==> run_1/placement_by_type.png <==
Scale: 2 px per µm.
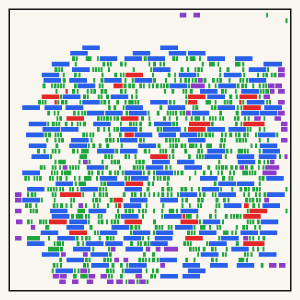
==> run_1/layer_met3.png <==
Scale: 3 px per µm.
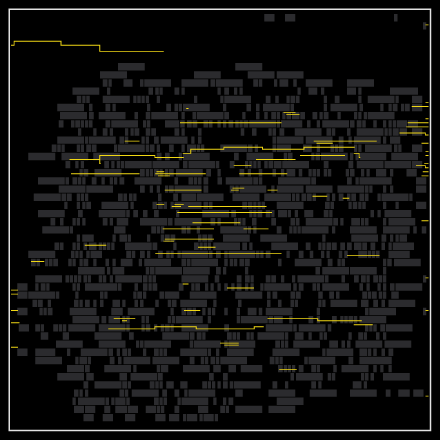
==> run_1/clocks.png <==
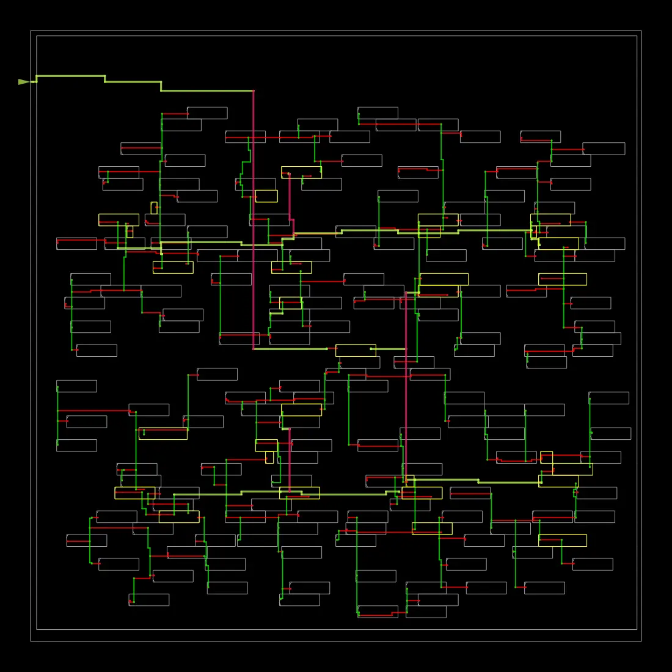
$ cat src/rtl/axi_lite_slave_if.sv
// AXI-Lite style bus bundle for axi_lite_slave: 4-bit address, 8-bit data,
// 4-bit write response. Clock and reset stay outside the bundle.
//   AR : read_address, AR_VALID -> / <- AR_READY
//   R  : data_read, R_VALID <- / -> R_READY
//   AW : write_address, AW_VALID -> / <- AW_READY
//   W  : data_write, W_VALID -> / <- W_READY
//   B  : BRESPONSE, B_VALID <- / -> B_READY
interface axi_lite_slave_if;
   logic [3:0] read_address;
   logic       AR_VALID;
   logic       AR_READY;
   logic [7:0] data_read;
   logic       R_VALID;
   logic       R_READY;
   logic [3:0] write_address;
   logic       AW_VALID;
   logic       AW_READY;
   logic [7:0] data_write;
   logic       W_VALID;
   logic       W_READY;
   logic [3:0] BRESPONSE;
   logic       B_VALID;
   logic       B_READY;

   modport slave (
      input  read_address, AR_VALID, R_READY,
      input  write_address, AW_VALID, data_write, W_VALID, B_READY,
      output AR_READY, data_read, R_VALID,
      output AW_READY, W_READY, BRESPONSE, B_VALID
   );

   modport master (
      output read_address, AR_VALID, R_READY,
      output write_address, AW_VALID, data_write, W_VALID, B_READY,
      input  AR_READY, data_read, R_VALID,
      input  AW_READY, W_READY, BRESPONSE, B_VALID
   );
endinterface

$ cat src/rtl/axi_lite_slave.sv
// axi_lite_slave: 16 x 8 register file behind an AXI-Lite style slave.
// Ports:
//   clk  - sole clock, rising edge
//   rst  - asynchronous active-low reset
//   bus  - axi_lite_slave_if.slave (AR/R/AW/W/B channels)
// Parameters:
//   RESET_DATA - reset value of every register entry
//   ID_VALUE   - constant returned at address 4'hF when protection is built in
// Build option:
//   AXI_SLV_RO_PROTECT_EN - addresses 4'hE/4'hF become read-only: writes are
//   dropped with SLVERR, 4'hF reads ID_VALUE, 4'hE reads RESET_DATA.
module axi_lite_slave #(
   parameter logic [7:0] RESET_DATA = 8'h00,
   parameter logic [7:0] ID_VALUE   = 8'hA5
) (
   input logic             clk,
   input logic             rst,
   axi_lite_slave_if.slave bus
);

   localparam logic [3:0] RESP_OKAY   = 4'h0;
   localparam logic [3:0] RESP_SLVERR = 4'h2;

   typedef enum logic {R_IDLE, R_DATA} r_state_t;

   // register file
   logic [7:0] mem_q [16];
   logic [7:0] mem_d [16];

   // read path
   r_state_t   r_state_q;
   logic       ar_ready_q;
   logic       r_valid_q;
   logic [7:0] data_read_q;
   logic [7:0] rd_val;

   // write path holding registers and response
   logic       aw_full_q, aw_full_d;
   logic [3:0] aw_addr_q, aw_addr_d;
   logic       w_full_q, w_full_d;
   logic [7:0] w_data_q, w_data_d;
   logic       b_valid_q, b_valid_d;
   logic [3:0] bresp_q, bresp_d;

   logic       aw_hs, w_hs, b_hs, commit, wr_ok;
   logic [3:0] commit_addr;
   logic [7:0] commit_data;

   // ---------------- read path ----------------
   // Read value sampled from mem_q before this edge's commit lands, so a
   // same-edge read/write to one address returns the old data.
   always_comb begin
      rd_val = mem_q[bus.read_address];
`ifdef AXI_SLV_RO_PROTECT_EN
      if (bus.read_address == 4'hF)
         rd_val = ID_VALUE;
      else if (bus.read_address == 4'hE)
         rd_val = RESET_DATA;
`endif
   end

`ifndef AXI_SLV_RO_PROTECT_EN
   logic unused_id;
   assign unused_id = ^ID_VALUE;
`endif

   always_ff @(posedge clk or negedge rst) begin
      if (!rst) begin
         r_state_q   <= R_IDLE;
         ar_ready_q  <= 1'b1;
         r_valid_q   <= 1'b0;
         data_read_q <= 8'h00;
      end else begin
         case (r_state_q)
            R_IDLE: if (bus.AR_VALID && ar_ready_q) begin
               r_state_q   <= R_DATA;
               ar_ready_q  <= 1'b0;
               r_valid_q   <= 1'b1;
               data_read_q <= rd_val;
            end
            R_DATA: if (bus.R_READY && r_valid_q) begin
               r_state_q   <= R_IDLE;
               ar_ready_q  <= 1'b1;
               r_valid_q   <= 1'b0;
               data_read_q <= 8'h00;
            end
            default: begin
               r_state_q   <= R_IDLE;
               ar_ready_q  <= 1'b1;
               r_valid_q   <= 1'b0;
               data_read_q <= 8'h00;
            end
         endcase
      end
   end

   assign bus.AR_READY  = ar_ready_q;
   assign bus.R_VALID   = r_valid_q;
   assign bus.data_read = data_read_q;

   // ---------------- write path ----------------
   // Readies drop while a response is pending, so a commit can never
   // overlap an outstanding B.
   assign bus.AW_READY = !aw_full_q && !b_valid_q;
   assign bus.W_READY  = !w_full_q && !b_valid_q;

   assign aw_hs = bus.AW_VALID && bus.AW_READY;
   assign w_hs  = bus.W_VALID && bus.W_READY;
   assign b_hs  = bus.B_VALID && bus.B_READY;

   // Commit as soon as both halves are held or arriving on this edge.
   assign commit      = (aw_full_q || aw_hs) && (w_full_q || w_hs);
   assign commit_addr = aw_full_q ? aw_addr_q : bus.write_address;
   assign commit_data = w_full_q ? w_data_q : bus.data_write;

`ifdef AXI_SLV_RO_PROTECT_EN
   assign wr_ok = (commit_addr < 4'hE);
`else
   assign wr_ok = 1'b1;
`endif

   always_comb begin
      aw_full_d = aw_full_q;
      aw_addr_d = aw_addr_q;
      w_full_d  = w_full_q;
      w_data_d  = w_data_q;
      b_valid_d = b_valid_q;
      bresp_d   = bresp_q;
      mem_d     = mem_q;

      if (aw_hs) begin
         aw_full_d = 1'b1;
         aw_addr_d = bus.write_address;
      end
      if (w_hs) begin
         w_full_d = 1'b1;
         w_data_d = bus.data_write;
      end

      if (b_hs) begin
         b_valid_d = 1'b0;
         bresp_d   = RESP_OKAY;
      end

      if (commit) begin
         aw_full_d = 1'b0;
         w_full_d  = 1'b0;
         b_valid_d = 1'b1;
         bresp_d   = wr_ok ? RESP_OKAY : RESP_SLVERR;
         if (wr_ok)
            mem_d[commit_addr] = commit_data;
      end
   end

   always_ff @(posedge clk or negedge rst) begin
      if (!rst) begin
         aw_full_q <= 1'b0;
         aw_addr_q <= 4'h0;
         w_full_q  <= 1'b0;
         w_data_q  <= 8'h00;
         b_valid_q <= 1'b0;
         bresp_q   <= RESP_OKAY;
         mem_q     <= '{default: RESET_DATA};
      end else begin
         aw_full_q <= aw_full_d;
         aw_addr_q <= aw_addr_d;
         w_full_q  <= w_full_d;
         w_data_q  <= w_data_d;
         b_valid_q <= b_valid_d;
         bresp_q   <= bresp_d;
         mem_q     <= mem_d;
      end
   end

   assign bus.B_VALID   = b_valid_q;
   assign bus.BRESPONSE = bresp_q;

endmodule

$ cat src/flat_wrapper.sv
// flat-port wrapper written by rule: the top's interface ports become plain ports
module axi_lite_slave_flat 
#(
   parameter logic [7:0] RESET_DATA = 8'h00,
   parameter logic [7:0] ID_VALUE   = 8'hA5
)
  (clk, rst, bus_read_address, bus_AR_VALID, bus_R_READY, bus_write_address, bus_AW_VALID, bus_data_write, bus_W_VALID, bus_B_READY, bus_AR_READY, bus_data_read, bus_R_VALID, bus_AW_READY, bus_W_READY, bus_BRESPONSE, bus_B_VALID);
  axi_lite_slave_if bus_i ();
  input logic clk;
  input logic rst;
  input wire logic [$bits(bus_i.read_address)-1:0] bus_read_address;
  input wire logic [$bits(bus_i.AR_VALID)-1:0] bus_AR_VALID;
  input wire logic [$bits(bus_i.R_READY)-1:0] bus_R_READY;
  input wire logic [$bits(bus_i.write_address)-1:0] bus_write_address;
  input wire logic [$bits(bus_i.AW_VALID)-1:0] bus_AW_VALID;
  input wire logic [$bits(bus_i.data_write)-1:0] bus_data_write;
  input wire logic [$bits(bus_i.W_VALID)-1:0] bus_W_VALID;
  input wire logic [$bits(bus_i.B_READY)-1:0] bus_B_READY;
  output wire logic [$bits(bus_i.AR_READY)-1:0] bus_AR_READY;
  output wire logic [$bits(bus_i.data_read)-1:0] bus_data_read;
  output wire logic [$bits(bus_i.R_VALID)-1:0] bus_R_VALID;
  output wire logic [$bits(bus_i.AW_READY)-1:0] bus_AW_READY;
  output wire logic [$bits(bus_i.W_READY)-1:0] bus_W_READY;
  output wire logic [$bits(bus_i.BRESPONSE)-1:0] bus_BRESPONSE;
  output wire logic [$bits(bus_i.B_VALID)-1:0] bus_B_VALID;
  assign bus_i.read_address = bus_read_address;
  assign bus_i.AR_VALID = bus_AR_VALID;
  assign bus_i.R_READY = bus_R_READY;
  assign bus_i.write_address = bus_write_address;
  assign bus_i.AW_VALID = bus_AW_VALID;
  assign bus_i.data_write = bus_data_write;
  assign bus_i.W_VALID = bus_W_VALID;
  assign bus_i.B_READY = bus_B_READY;
  assign bus_AR_READY = bus_i.AR_READY;
  assign bus_data_read = bus_i.data_read;
  assign bus_R_VALID = bus_i.R_VALID;
  assign bus_AW_READY = bus_i.AW_READY;
  assign bus_W_READY = bus_i.W_READY;
  assign bus_BRESPONSE = bus_i.BRESPONSE;
  assign bus_B_VALID = bus_i.B_VALID;
  axi_lite_slave #(.RESET_DATA(RESET_DATA), .ID_VALUE(ID_VALUE)) u_core (.clk(clk), .rst(rst), .bus(bus_i));
endmodule
$ cat config.mk
export PLATFORM = sky130hd
export DESIGN_NAME = axi_lite_slave_flat
export DESIGN_NICKNAME = d
export VERILOG_FILES = /design/src/rtl/axi_lite_slave_if.sv /design/src/rtl/axi_lite_slave.sv /design/src/flat_wrapper.sv
export SDC_FILE = /design/constraint.sdc
export NUM_CORES = 1
export LEC_CHECK = 0
export ABC_AREA = 1
export CORE_MARGIN = 1
export CORE_UTILIZATION = 40
export CTS_CLUSTER_DIAMETER = 100
export DETAILED_ROUTE_END_ITERATION = 16
export GPL_ROUTABILITY_DRIVEN = 0
export PLACE_DENSITY = 0.63
export SLEW_MARGIN = 20
export SYNTH_ARGS = -nofsm -noshare
export SYNTH_HDL_FRONTEND = slang
export SYNTH_SLANG_ARGS = --single-unit
$ cat constraint.sdc
create_clock -name clk -period 2.59 [get_ports clk]
set_clock_uncertainty 0.2 [all_clocks]
set_input_delay 0.259 -clock clk [delete_from_list [all_inputs] [get_ports clk]]
set_output_delay 0.259 -clock clk [all_outputs]
set_load 0.05 [all_outputs]
==> results_slide.txt, run 1 <==
Implementation Results

Power
  • Combinational power share: 0.318
  • Pwr dens: roughly 1100 nW/µm²
  • Pwr top: registers
  • Leakage power: 4.43 nW
  • Clock power share: 0.285
  • Maximum VDD drop: between 400 and 500 µV
  • P_seq: ~3.7 mW
  • Sw Pwr: roughly 3.4 mW
  • Reg power frac: 0.398
  • Int Power: approximately 6.0 mW

Timing
  • Final Slew Violations: 0
  • Slew headroom: 0.512
  • Fin. Hold Viols: 0
  • Total negative slack: 0 ns
  • Worst Tran Pin Value: approximately 0.73 ns
  • Unrepaired setup endpoints after global routing: no
  • Highest clock rate: ~0.42 GHz
  • Tmin final: 2.36 ns
  • Period utilization: 0.910

Floorplan
  • Die Area: 19,600 µm²
  • Starting density of the core: 0.407
  • Tapcells: approximately 230
  • Die Y: roughly 140 µm
  • Die Span X: 140 µm
  • I/O pin count: around 40
  • Core Area: about 19,000 µm²

Routing
  • First drt pass iteration count: 5
  • Met3 WL post-DR: ~740 µm
  • # DRC: 0
  • Initial drt markers: 448
  • Met2 routed WL: 8260 µm
  • Number of vias per cell: roughly 4.9
  • Wl on met1: 9140 µm
  • Routed Antenna Nets: 0
  • Top Metal Used: met4

Synth
  • Count of library flops with an enable pin: 0
  • Synth Seq Share: 0.506
  • Compound Share, Synth: 0.113
  • Top-area cell share: 0.503
  • Mapped Cells: slightly below 1,000
  • Synth top cell by count: nand2_1
  • Multiplexer share of the synthesized area: 0
  • Mapped cell area: between 7000 and 8000 µm²
  • Dominant combinational family: simple AND/OR/NAND/NOR gates
  • Synth top cells by count: nand2_1 (367), dfrtp_1 (153), inv_1 (117), nand3_1 (97), o21ai_0 (88)
  • Yosys top cell by area: dfrtp_1
  • XORs/XNORs by Area: 0
  • Post-synth ARST share: 1.00
  • Synth Area in Adders: 0
  • Yosys Instances: 982
  • Top cells by area: dfrtp_1 (50%), nand2_1 (18%), nand3_1 (6.4%), o21ai_0 (5.8%), inv_1 (5.8%)
  • Area reported by Yosys stat: 7610 µm²
  • #FFs+latches synth: between 150 and 200

Finish
  • Max FFs per register: between 100 and 150
  • Final non-clock buffer share: 0.0662
  • MI comb cells: 655
  • Seq area share: 0.441
  • Leading cell kind: registers
  • # fillers: 1,875
  • Post-route cell area: ~9000 µm²
  • Reg with most FFs: u_core.mem_q
  • Layout cells sized above 1: 0.0834
  • Comb/total area: 0.336
  • CLK BUF: 24
  • Post-route insts no fill: about 1,300
  • Final nets: just over 1,000
  • Most frequent logic cells in the routed design: nand2_1 (367), dfrtp_1 (153), inv_1 (117)
  • Antenna Cells: 0
  • Utilization after layout: 0.468
  • Most used logic cell in the final layout: nand2_1
  • Synth-to-Final Area Change: 14.9%

Placement
  • Placed cell area: 8110 µm²
  • IO buf count: 35
  • Worst slack, placed: just under 0.1 ns
  • Post-DP HPWL: ~12,000 µm
  • Inst Count DP: between 1,000 and 1,500

Setup path
  • CP max stage cell: clkdlybuf4s50_1
  • Crit path max-delay family: buffers and inverters
  • Crit Path Max Fanout: 11
  • Setup crit end kind: primary output
  • Crit-path cells: nor2_1 > clkdlybuf4s50_1
  • Crit start category: flip-flop
  • Reg2reg end: u_core.mem_q[13]
  • Critical R2R Launch: u_core.aw_full_q
  • Crit path DAT: roughly 1.9 ns
  • Largest stage delay, worst path: slightly above 0.8 ns
  • CP required: around 2.1 ns
  • Number of stages on the worst setup path: 2
  • R2R depth: 5
  • Critical Path Source: u_core.aw_full_q
  • Flop2flop setup slack: 0.25 ns

Clocking
  • Clock-pin slew on the worst setup and hold paths: 0.06 ns
  • Clock root cell: clkbuf_16
  • Setup bufs post-CTS: 0
  • CTS tree: yes
  • Cts repair resizes: 0
  • Max Buffers Root-to-Sink: 2
  • Cts-stage hold buffer count: 1

Worst hold path
  • Worst hold path type: in2async

Job
  • Max-cap violations: 0
  • OpenROAD warning count: 26

GRT
  • Grt met1 use: 0.289
  • Met3 Use GR: 0.0414
  • Antenna violations before repair: 0
  • Largest net degree at the start of global routing: ~65
  • M2 GR Usage: 0.327

Status
  • Outcome: finished clean
About placement_by_type.png:
flops -> blue  # cells 154
clock drivers and dummy loads -> red  # cells 31
other buffers and delay cells -> purple  # cells 59
combinational and other logic -> green  # cells 775

About layer_met3.png:
longest straight run = 41.9 µm
wire length on this layer = 737 µm
nets with wire on the layer = 59

About clocks.png:
clock sinks: 154
clock buffer count from CTS: 17
Flops: 154
Worst-Skew Late Latency: 0.43 ns

==> run_1/io_fan.png <==
Scale: 3 px per µm.
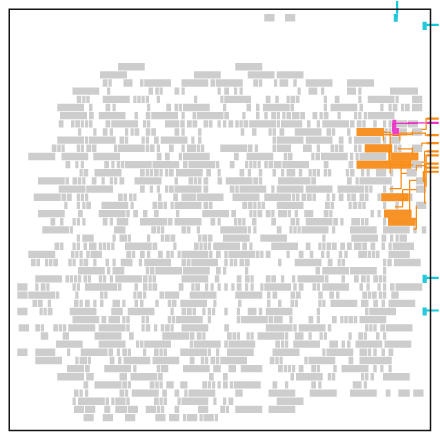

==> run 1 -> run 2 <==
--- a/config.mk
+++ b/config.mk
@@ -8,4 +8,7 @@
 export ABC_AREA = 1
+export CELL_PAD_IN_SITES_DETAIL_PLACEMENT = 0
+export CELL_PAD_IN_SITES_GLOBAL_PLACEMENT = 1
 export CORE_MARGIN = 1
 export CORE_UTILIZATION = 40
+export CTS_BUF_LIST = sky130_fd_sc_hd__clkbuf_8
 export CTS_CLUSTER_DIAMETER = 100
@@ -13,3 +16,3 @@
 export GPL_ROUTABILITY_DRIVEN = 0
-export PLACE_DENSITY = 0.63
+export PLACE_DENSITY = 0.78
 export SLEW_MARGIN = 20
--- a/constraint.sdc
+++ b/constraint.sdc
@@ -4,2 +4,2 @@
 set_output_delay 0.259 -clock clk [all_outputs]
-set_load 0.05 [all_outputs]
+set_load 0.1 [all_outputs]
==> run_2/io_fan.png <==
Scale: 3 px per µm.
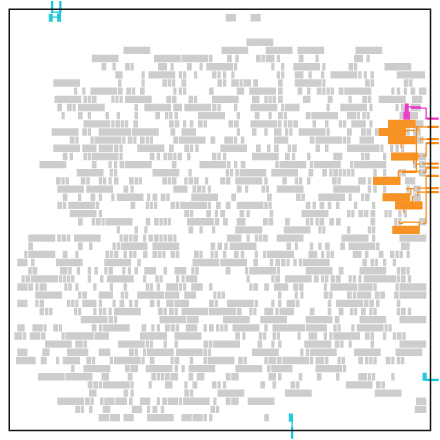
bus_BRESPONSE -> cyan  # direction output, edge 2 top, 1 right, 1 bottom, end cells 4, buffers 0, wire 13.4 µm
bus_R_READY -> magenta  # direction input, edge right, end cells 2, buffers 1, wire 17.6 µm
bus_data_read -> orange  # direction output, edge right, end cells 8, buffers 8, wire 119 µm

==> results_slide.txt, run 2 <==
Implementation Results

Finish
  • Post-route insts no fill: 1,255 (+0.16%)
  • Utilization after layout: 0.456 (-0.0112)
  • Reg with most FFs: u_core.mem_q
  • CLK BUF: 18 (-25%)
  • # fillers: 1,910 (+1.9%)
  • Final nets: 1,031 (+0.097%)
  • Most used logic cell in the final layout: nand2_1
  • Most frequent logic cells in the routed design: nand2_1 (367), dfrtp_1 (152), inv_1 (118)
  • Seq area share: 0.452 (+0.0110)
  • Area taken by flip-flops and latches: ~3900 µm²
  • Comb/total area: 0.345 (+0.00886)
  • Final non-clock buffer share: 0.0635 (-0.00277)
  • MI comb cells: 655 (unchanged)
  • Max FFs per register: 128 (unchanged)
  • Layout cells sized above 1: 0.101 (+0.0175)
  • Leading cell kind: registers
  • Flops: 154 (unchanged)
  • Post-route cell area: 8540 µm² (-2.4%)

Synth
  • Yosys Instances: 982 (unchanged)
  • #FFs+latches synth: 154 (unchanged)
  • Yosys top cell by area: dfrtp_1
  • Synth top cell by count: nand2_1
  • Area reported by Yosys stat: 7610 µm² (unchanged)
  • Top-area cell share: 0.503 (unchanged)
  • Multiplexer share of the synthesized area: 0 (unchanged)
  • XORs/XNORs by Area: 0 (unchanged)
  • Mapped cell area: 7610 µm² (unchanged)
  • Post-synth ARST share: 1.00 (unchanged)
  • Compound Share, Synth: 0.113 (unchanged)
  • Synth Area in Adders: 0 (unchanged)
  • Synth Seq Share: 0.506 (unchanged)
  • Dominant combinational family: simple AND/OR/NAND/NOR gates
  • Synth top cells by count: nand2_1 (367), dfrtp_1 (153), inv_1 (117), nand3_1 (97), o21ai_0 (88)
  • Mapped Cells: 982 (unchanged)
  • Count of library flops with an enable pin: 0 (unchanged)

Floorplan
  • Tapcells: 234 (unchanged)
  • Die Y: 140 µm (unchanged)
  • Die Span X: 140 µm (unchanged)
  • Starting density of the core: 0.407 (unchanged)
  • Die Area: 19,600 µm² (unchanged)

Status
  • Outcome: finished clean

Routing
  • Met3 WL post-DR: 611 µm (-17%)
  • First drt pass iteration count: 5 (unchanged)
  • Met2 routed WL: 8720 µm (+5.6%)
  • Number of vias per cell: 4.87 (-0.79%)
  • Top Metal Used: met4
  • Initial drt markers: 515 (+15%)
  • Wl on met1: 9390 µm (+2.8%)
  • Routed Antenna Nets: 0 (unchanged)
  • # DRC: 0 (unchanged)

Power
  • Clock power share: 0.233 (-0.052)
  • Combinational power share: 0.352 (+0.034)
  • Leakage power: 4.37 nW (-1.2%)
  • P_seq: 3.70 mW (about the same)
  • Reg power frac: 0.415 (+0.017)
  • Pwr dens: 1050 nW/µm² (-1.9%)
  • Sw Pwr: 3.51 mW (+4.4%)
  • Maximum VDD drop: 1040 µV (+110%)
  • Pwr top: registers

Setup path
  • Crit path DAT: 2.29 ns (+0.39 ns)
  • Crit path max-delay family: simple AND/OR/NAND/NOR gates
  • Setup crit end kind: flip-flop
  • Crit-path cells: o21ai_0 > buf_4 > inv_1 > nand2_1 > nor2_1 > nand2_1 > o21ai_0
  • Critical R2R Launch: u_core.aw_full_q
  • Crit Path Max Fanout: 16 (+5)
  • Crit start category: flip-flop
  • CP required: 2.75 ns (+0.62 ns)
  • CP max stage cell: dfrtp_1
  • Flop2flop setup slack: 0.45 ns (+0.20 ns)
  • Number of stages on the worst setup path: 7 (+5)

Job
  • Max-cap violations: 0 (unchanged)
  • OpenROAD warning count: 26 (unchanged)

Timing
  • Slew headroom: 0.566 (+0.0535)
  • Tmin final: 2.14 ns (-0.220 ns)
  • Period utilization: 0.825 (-0.0849)
  • Worst Tran Pin Value: 0.651 ns (-0.0803 ns)
  • Highest clock rate: 0.468 GHz (+10%)
  • Unrepaired setup endpoints after global routing: no
  • Final Slew Violations: 0 (unchanged)

Clocking
  • Worst-Skew Late Latency: 0.45 ns (+0.02 ns)
  • Setup bufs post-CTS: 0 (unchanged)
  • Clock buffer count from CTS: 17 (unchanged)
  • Clock-pin slew on the worst setup and hold paths: 0.08 ns (+0.02 ns)
  • CTS tree: yes
  • Cts repair resizes: 0 (unchanged)
  • Max Buffers Root-to-Sink: 2 (unchanged)
  • Clock sinks: 154 (unchanged)

Placement
  • Inst Count DP: 1,222 (+0.082%)
  • Post-DP HPWL: 11,900 µm (+2.2%)
  • Placed cell area: 8080 µm² (-0.39%)
  • IO buf count: 35 (unchanged)
  • Worst slack, placed: 0.321 ns (+0.222 ns)

GRT
  • Global route hottest layer: met2
  • M2 GR Usage: 0.343 (+0.0166)
  • Grt met1 use: 0.291 (+0.00176)
  • Met3 Use GR: 0.0356 (-0.00581)
  • Largest net degree at the start of global routing: 67 (+3.1%)
  • Antenna violations before repair: 0 (unchanged)

Worst hold path
  • Worst hold path type: in2async
No activity file was given, so power comes from the tool's default toggle rates.
